**src/rtl/shift_sequencer_if.sv**
```systemverilog
// Bundle of request, Shift-unit and response signals around the shift sequencer.
// The slave modport is the sequencer's view; master is the issue/consumer/Shift-unit side.
interface shift_sequencer_if #(
    parameter int W  = 8,
    parameter int AW = 3
);
    logic [1:0]    req_valid;
    logic [1:0]    req_ready;
    logic [W-1:0]  req_data0;
    logic [W-1:0]  req_data1;
    logic          req_dir0;
    logic          req_dir1;
    logic [AW-1:0] req_amt0;
    logic [AW-1:0] req_amt1;
    logic [W-1:0]  sh_source;
    logic          sh_shift;
    logic [2:0]    sh_shamt;
    logic [W-1:0]  sh_result;
    logic          rsp_valid;
    logic          rsp_ready;
    logic [W-1:0]  rsp_result;
    logic          rsp_id;
    logic          busy;

    modport slave (
        input  req_valid, req_data0, req_data1, req_dir0, req_dir1, req_amt0, req_amt1,
        output req_ready,
        output sh_source, sh_shift, sh_shamt,
        input  sh_result,
        output rsp_valid, rsp_result, rsp_id, busy,
        input  rsp_ready
    );

    modport master (
        output req_valid, req_data0, req_data1, req_dir0, req_dir1, req_amt0, req_amt1,
        input  req_ready,
        input  sh_source, sh_shift, sh_shamt,
        output sh_result,
        input  rsp_valid, rsp_result, rsp_id, busy,
        output rsp_ready
    );
endinterface

```
**src/rtl/shift_sequencer.sv**
```systemverilog
// Round-robin sharing of a 3-bit-per-pass Shift unit between two requesters,
// iterating through a working register so each request can shift 0..7.
module shift_sequencer #(
    parameter int W    = 8,
    parameter int AW   = 3,
    parameter int STEP = 3
) (
    input  logic               clk,
    input  logic               rst,
    shift_sequencer_if.slave   bus
);
    typedef enum logic [1:0] {
        IDLE  = 2'b00,
        SHIFT = 2'b01,
        RESP  = 2'b10
    } state_t;

    state_t        state_reg, state_next;
    logic [W-1:0]  acc_reg;
    logic [AW-1:0] rem_reg;
    logic          dir_reg;
    logic          id_reg;
    logic          last_reg;

    logic          accept;
    logic          grant;
    logic [AW-1:0] amt_in;
    logic [AW-1:0] step;
    logic [AW-1:0] rem_next;

    // Both valid: alternate away from the last winner; otherwise the sole valid one wins.
    assign grant    = (&bus.req_valid) ? ~last_reg : bus.req_valid[1];
    assign accept   = (state_reg == IDLE) && (|bus.req_valid);
    assign amt_in   = grant ? bus.req_amt1 : bus.req_amt0;
    assign step     = (rem_reg > AW'(STEP)) ? AW'(STEP) : rem_reg;
    assign rem_next = rem_reg - step;

    always_ff @(posedge clk or posedge rst) begin
        if (rst) begin
            state_reg <= IDLE;
        end else begin
            state_reg <= state_next;
        end
    end

    always_comb begin
        state_next = state_reg;
        case (state_reg)
            IDLE:    if (accept) state_next = (amt_in != '0) ? SHIFT : RESP;
            SHIFT:   if (rem_next == '0) state_next = RESP;
            RESP:    if (bus.rsp_ready) state_next = IDLE;
            default: state_next = IDLE;
        endcase
    end

    always_comb begin
        bus.req_ready = 2'b00;
        bus.sh_shift  = 1'b0;
        bus.sh_shamt  = 3'b000;
        bus.rsp_valid = 1'b0;
        bus.busy      = 1'b1;
        case (state_reg)
            IDLE: begin
                bus.busy = 1'b0;
                if (accept) bus.req_ready = grant ? 2'b10 : 2'b01;
            end
            SHIFT: begin
                bus.sh_shift = 1'b1;
                bus.sh_shamt = {dir_reg, step[1:0]};
            end
            RESP:    bus.rsp_valid = 1'b1;
            default: bus.busy = 1'b1;
        endcase
    end

    assign bus.sh_source  = acc_reg;
    assign bus.rsp_result = acc_reg;
    assign bus.rsp_id     = id_reg;

    // Operands are captured only on accept; later input changes are ignored.
    always_ff @(posedge clk or posedge rst) begin
        if (rst) begin
            acc_reg  <= '0;
            rem_reg  <= '0;
            dir_reg  <= 1'b0;
            id_reg   <= 1'b0;
            last_reg <= 1'b1;
        end else if (accept) begin
            acc_reg  <= grant ? bus.req_data1 : bus.req_data0;
            rem_reg  <= amt_in;
            dir_reg  <= grant ? bus.req_dir1 : bus.req_dir0;
            id_reg   <= grant;
            last_reg <= grant;
        end else if (state_reg == SHIFT) begin
            acc_reg  <= bus.sh_result;
            rem_reg  <= rem_next;
        end
    end
endmodule

```
**src/flat_wrapper.sv**
```systemverilog
// flat-port wrapper written by rule: the top's interface ports become plain ports
module shift_sequencer_flat 
#(
    parameter int W    = 8,
    parameter int AW   = 3,
    parameter int STEP = 3
)
  (clk, rst, bus_req_valid, bus_req_data0, bus_req_data1, bus_req_dir0, bus_req_dir1, bus_req_amt0, bus_req_amt1, bus_req_ready, bus_sh_source, bus_sh_shift, bus_sh_shamt, bus_sh_result, bus_rsp_valid, bus_rsp_result, bus_rsp_id, bus_busy, bus_rsp_ready);
  shift_sequencer_if #(.W(W), .AW(AW)) bus_i ();
  input  logic clk;
  input  logic rst;
  input wire logic [$bits(bus_i.req_valid)-1:0] bus_req_valid;
  input wire logic [$bits(bus_i.req_data0)-1:0] bus_req_data0;
  input wire logic [$bits(bus_i.req_data1)-1:0] bus_req_data1;
  input wire logic [$bits(bus_i.req_dir0)-1:0] bus_req_dir0;
  input wire logic [$bits(bus_i.req_dir1)-1:0] bus_req_dir1;
  input wire logic [$bits(bus_i.req_amt0)-1:0] bus_req_amt0;
  input wire logic [$bits(bus_i.req_amt1)-1:0] bus_req_amt1;
  output wire logic [$bits(bus_i.req_ready)-1:0] bus_req_ready;
  output wire logic [$bits(bus_i.sh_source)-1:0] bus_sh_source;
  output wire logic [$bits(bus_i.sh_shift)-1:0] bus_sh_shift;
  output wire logic [$bits(bus_i.sh_shamt)-1:0] bus_sh_shamt;
  input wire logic [$bits(bus_i.sh_result)-1:0] bus_sh_result;
  output wire logic [$bits(bus_i.rsp_valid)-1:0] bus_rsp_valid;
  output wire logic [$bits(bus_i.rsp_result)-1:0] bus_rsp_result;
  output wire logic [$bits(bus_i.rsp_id)-1:0] bus_rsp_id;
  output wire logic [$bits(bus_i.busy)-1:0] bus_busy;
  input wire logic [$bits(bus_i.rsp_ready)-1:0] bus_rsp_ready;
  assign bus_i.req_valid = bus_req_valid;
  assign bus_i.req_data0 = bus_req_data0;
  assign bus_i.req_data1 = bus_req_data1;
  assign bus_i.req_dir0 = bus_req_dir0;
  assign bus_i.req_dir1 = bus_req_dir1;
  assign bus_i.req_amt0 = bus_req_amt0;
  assign bus_i.req_amt1 = bus_req_amt1;
  assign bus_req_ready = bus_i.req_ready;
  assign bus_sh_source = bus_i.sh_source;
  assign bus_sh_shift = bus_i.sh_shift;
  assign bus_sh_shamt = bus_i.sh_shamt;
  assign bus_i.sh_result = bus_sh_result;
  assign bus_rsp_valid = bus_i.rsp_valid;
  assign bus_rsp_result = bus_i.rsp_result;
  assign bus_rsp_id = bus_i.rsp_id;
  assign bus_busy = bus_i.busy;
  assign bus_i.rsp_ready = bus_rsp_ready;
  shift_sequencer #(.W(W), .AW(AW), .STEP(STEP)) u_core (.clk(clk), .rst(rst), .bus(bus_i));
endmodule
```
**config.mk**
```make
export PLATFORM = sky130hd
export DESIGN_NAME = shift_sequencer_flat
export DESIGN_NICKNAME = d
export VERILOG_FILES = /design/src/rtl/shift_sequencer_if.sv /design/src/rtl/shift_sequencer.sv /design/src/flat_wrapper.sv
export SDC_FILE = /design/constraint.sdc
export NUM_CORES = 1
export LEC_CHECK = 0
export CORE_ASPECT_RATIO = 0.8
export CORE_UTILIZATION = 38
export CTS_CLUSTER_SIZE = 20
export DETAILED_ROUTE_END_ITERATION = 10
export GPL_ROUTABILITY_DRIVEN = 0
export PLACE_DENSITY = 0.85
export RECOVER_POWER = 25
export SLEW_MARGIN = 40
export SYNTH_ARGS = -nofsm -noshare
export SYNTH_HDL_FRONTEND = slang
export SYNTH_SLANG_ARGS = --single-unit
```
**constraint.sdc**
```tcl
create_clock -name clk -period 2.4 [get_ports clk]
set_input_delay 0.48 -clock clk [delete_from_list [all_inputs] [get_ports clk]]
set_output_delay 0.48 -clock clk [all_outputs]
set_load 0.02 [all_outputs]
```
==> flow_summary.toml, run 1 <==
# physical design summary
[outcome]
outcome = "finished clean"

[cells_and_area]
comb_area_um2 = 453
logic_gates = 68
largest_register_ffs = 8
nFlopsAndLatches = 16
final_util = 0.704
fin_nets = 198
comb_area_frac = 0.283
nNonClkInverters = 4
clkCellAreaFrac = 0.0164
syn_to_final_growth_pct = 65.8
seq_share = 0.251

[power]
peakVddDrop_uv = 714
internal_power_uw = 1160
finalPower_uw = 2100
maxPowerGroup = "combinational logic"
combPwrFrac = 0.667
switching_share = 0.448
powerClk_uw = 150

[synth]
netlist_area_um2 = 963
top_area_frac = 0.390
fa_ha_area_frac = 0.0130
yosysMostFrequentCell = "nor2_1"
topCellsByArea = "dfrtp_1, a222oi_1, nor2_1, buf_4, a21oi_1"
ys_sh_mux = 0.0221
yosys_area_um2 = 963
synthAoiAreaFrac = 0.235
synthFlopType = "dfrtp_1"

[setup_path]
end_kind = "primary output"
setup.worst_path.class = "flip-flop to primary output"
critPathMaxStageDelay_ps = 640
crit_arrival_ps = 1770
crit_cells = 3
startpoint_type = "flip-flop"
reg2reg_to = "u_core.rem_reg[1]"
crit_family = "buffers and inverters"
critical_path.endpoint = "bus_rsp_valid"
ff2ff_path_depth = 5

[clocking]
htreeDepth = 1
clock_sinks = 16
cts_tree = "built"
ctsRootBufferMaster = "clkbuf_4"

[floorplan]
num_rows = 15
die_area_mm2 = 0.00274
die_h_um = 47.0
nWellTaps = 34
core_area_mm2 = 0.00227

[drt]
drtIter0Drc = 54
drc = 0
topRoutingLayerUsed = "met4"
dr_total_vias = 990
wl_mm = 2.94
drtPass1Iterations = 4

[min_path]
hold_end = "u_core.bus.rsp_id"

[placed_design]
place_inst = 189
detailed_place_hpwl_mm = 2.30
dp_slack_ps = -11.6
dpl_cell_area_mm2 = 0.00157

[sta]
fin_ws_ps = 151
relSlewSlack = 0.550
fin_setup_tns_ps = 0
rsz0062_at_grt = "no"

[global_route]
grtUsageTotal = 0.217
busiest_layer = "met2"
use_met2 = 0.377

[job]
tool_warnings = 26
### The metal 1 layer, run 1

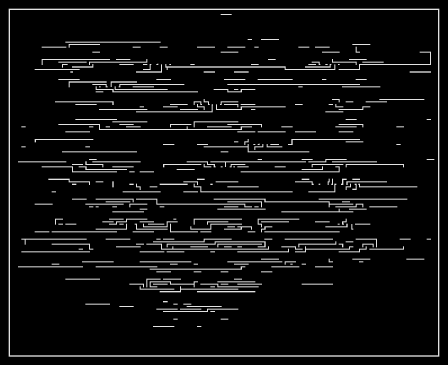
main direction = horizontal
nets with wire on the layer = 180
wire length on this layer = 1200 um
share of all routed wire = 41%

### The metal 2 layer, run 1

Bar = 20 um. Cells faint in the background.
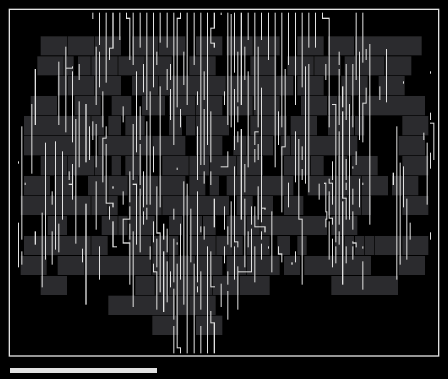
nets with wire on the layer = 169
wire length on this layer = 1550 um
share of all routed wire = 53%
longest straight run = 24.5 um
main direction = vertical

### Signal wires on met3, run 1

Bar = 20 um.
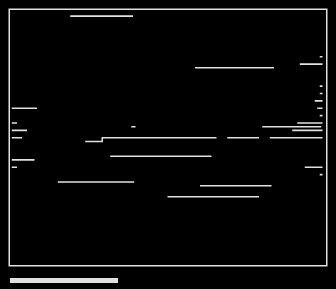
nets with wire on the layer = 26
main direction = horizontal
wire length on this layer = 171 um

### Zoomed window, run 1

Bar = 5 um. Region (5, 25) to (25, 45) um. Cells in grey, sequential cells in the stronger grey; small squares are vias.
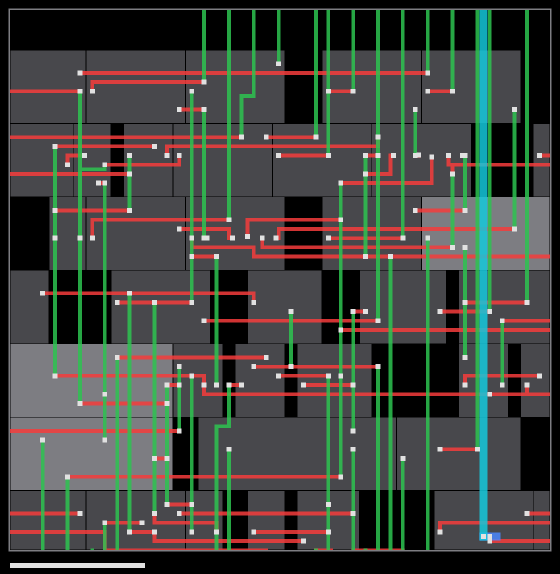

## Run 2: what changed since run 1
--- a/config.mk
+++ b/config.mk
@@ -5,13 +5,16 @@
 export SDC_FILE = /design/constraint.sdc
 export NUM_CORES = 1
 export LEC_CHECK = 0
+export ABC_AREA = 0
 export CORE_ASPECT_RATIO = 0.8
+export CORE_MARGIN = 8
 export CORE_UTILIZATION = 38
 export CTS_CLUSTER_SIZE = 20
 export DETAILED_ROUTE_END_ITERATION = 10
 export GPL_ROUTABILITY_DRIVEN = 0
 export PLACE_DENSITY = 0.85
 export RECOVER_POWER = 25
+export SKIP_CTS_REPAIR_TIMING = 1
 export SLEW_MARGIN = 40
 export SYNTH_ARGS = -nofsm -noshare
 export SYNTH_HDL_FRONTEND = slang
### Zoomed window, run 2

Bar = 5 um. Region (8, 36) to (28, 56) um. Cells in grey, sequential cells in the stronger grey; small squares are vias.
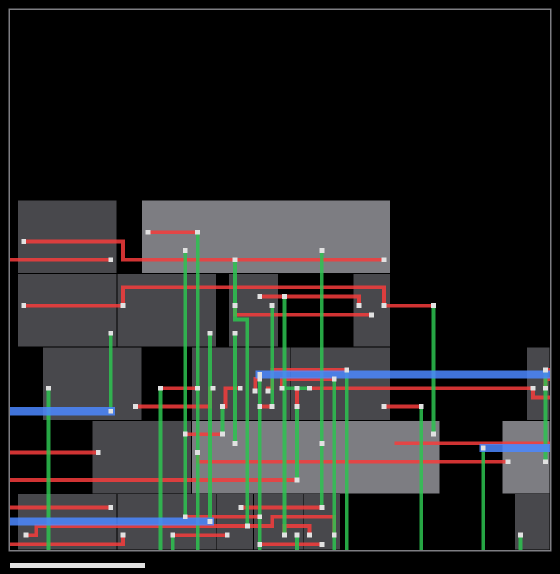
met3 -> blue
met1 -> red
met2 -> green
netlist names of flops here include = u_core.bus.rsp_result (2)
cells with their middle in the window = 17
most frequent = clkdlybuf4s50_1 (8), nor2_1 (3)
sequential cells in the window = 2

==> run 2 against run 1 <==
Against the previous run: final cell count rose by 1.0%; clock power rose by 17%; die size rose by 61%; area after synthesis did not move; register-to-register slack improved by 120 ps; cell area rose by 0.94%; maximum frequency rose by 1.9%; critical path depth did not move; utilization fell by 3.8 points; flip-flop count did not move; synthesized cell count did not move; worst setup slack improved by 42 ps.
==> flow_summary.toml, run 2 <==
# physical design summary
[cells_and_area]
logic_gates = 68
drive_gt1_frac = 0.107
comb_area_um2 = 450
seq_share = 0.250
fin_nets = 198
syn_to_final_growth_pct = 67.4
nNonClkInverters = 4
nFlopsAndLatches = 16
bufAreaShareNonClock = 0.411
clkCellAreaFrac = 0.0225
largest_register_ffs = 8
comb_area_frac = 0.279

[setup_path]
reg2reg_to = "u_core.rem_reg[1]"
end_kind = "primary output"
critPathMaxStageDelay_ps = 620
setup.worst_path.class = "flip-flop to primary output"
ff2ff_path_depth = 5
crit_cells = 3
crit_family = "buffers and inverters"
crit_arrival_ps = 1730
startpoint_type = "flip-flop"
required_ps = 1920

[synth]
fa_ha_area_frac = 0.0130
avgSynthCellArea_um2 = 9.54
synthAoiAreaFrac = 0.235
edf_count = 0
yosysMostFrequentCell = "nor2_1"
synthFlopType = "dfrtp_1"
yosys_area_um2 = 963
ys_sh_mux = 0.0221
top_area_frac = 0.390

[floorplan]
core_area_mm2 = 0.00242
nWellTaps = 36
num_rows = 16
die_area_mm2 = 0.00441

[min_path]
hold_end = "u_core.bus.rsp_id"

[power]
combPwrFrac = 0.654
internal_power_uw = 1190
switching_share = 0.440
finalPower_uw = 2120
peakVddDrop_uv = 584
powerClk_uw = 176
maxPowerGroup = "combinational logic"

[drt]
drtIter0Drc = 67
viasPerCell = 5.15
drtPass1Iterations = 4
drc = 0
topRoutingLayerUsed = "met4"
dr_total_vias = 1004
wl_mm = 3.23

[clocking]
clock_sinks = 16
tritoncts.num_buffers = 3
htreeDepth = 1
ctsRootBufferMaster = "clkbuf_4"
cts_tree = "built"

[global_route]
use_met2 = 0.261

[job]
tool_warnings = 26

[sta]
relSlewSlack = 0.580
rsz0062_at_grt = "no"
finalSetupViolCount = 0
fin_ws_ps = 194

[placed_design]
place_inst = 191
dp_slack_ps = -31.3
dpl_cell_area_mm2 = 0.00157
detailed_place_hpwl_mm = 2.55

[outcome]
outcome = "finished clean"
### Track usage over the die, run 2

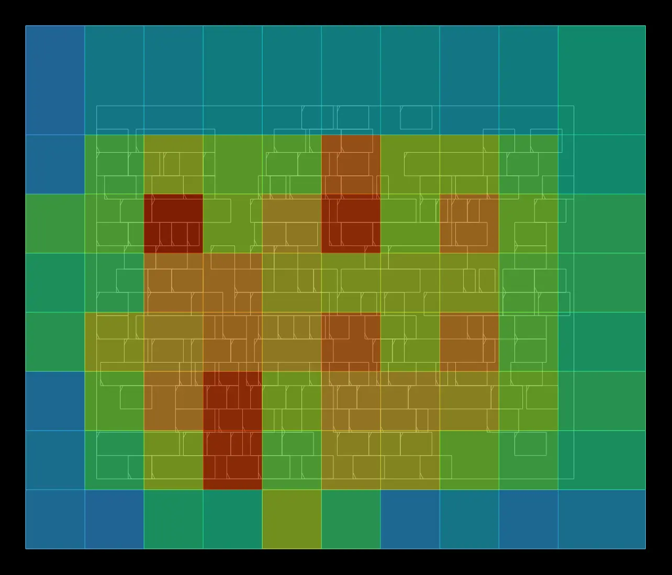
gr busiest metal: met2
GR Util All Layers: 0.143
final core utilization: 0.666
grt met3 use: 0.0650

Power figures rest on the tool's default switching activity, not on a simulated workload.
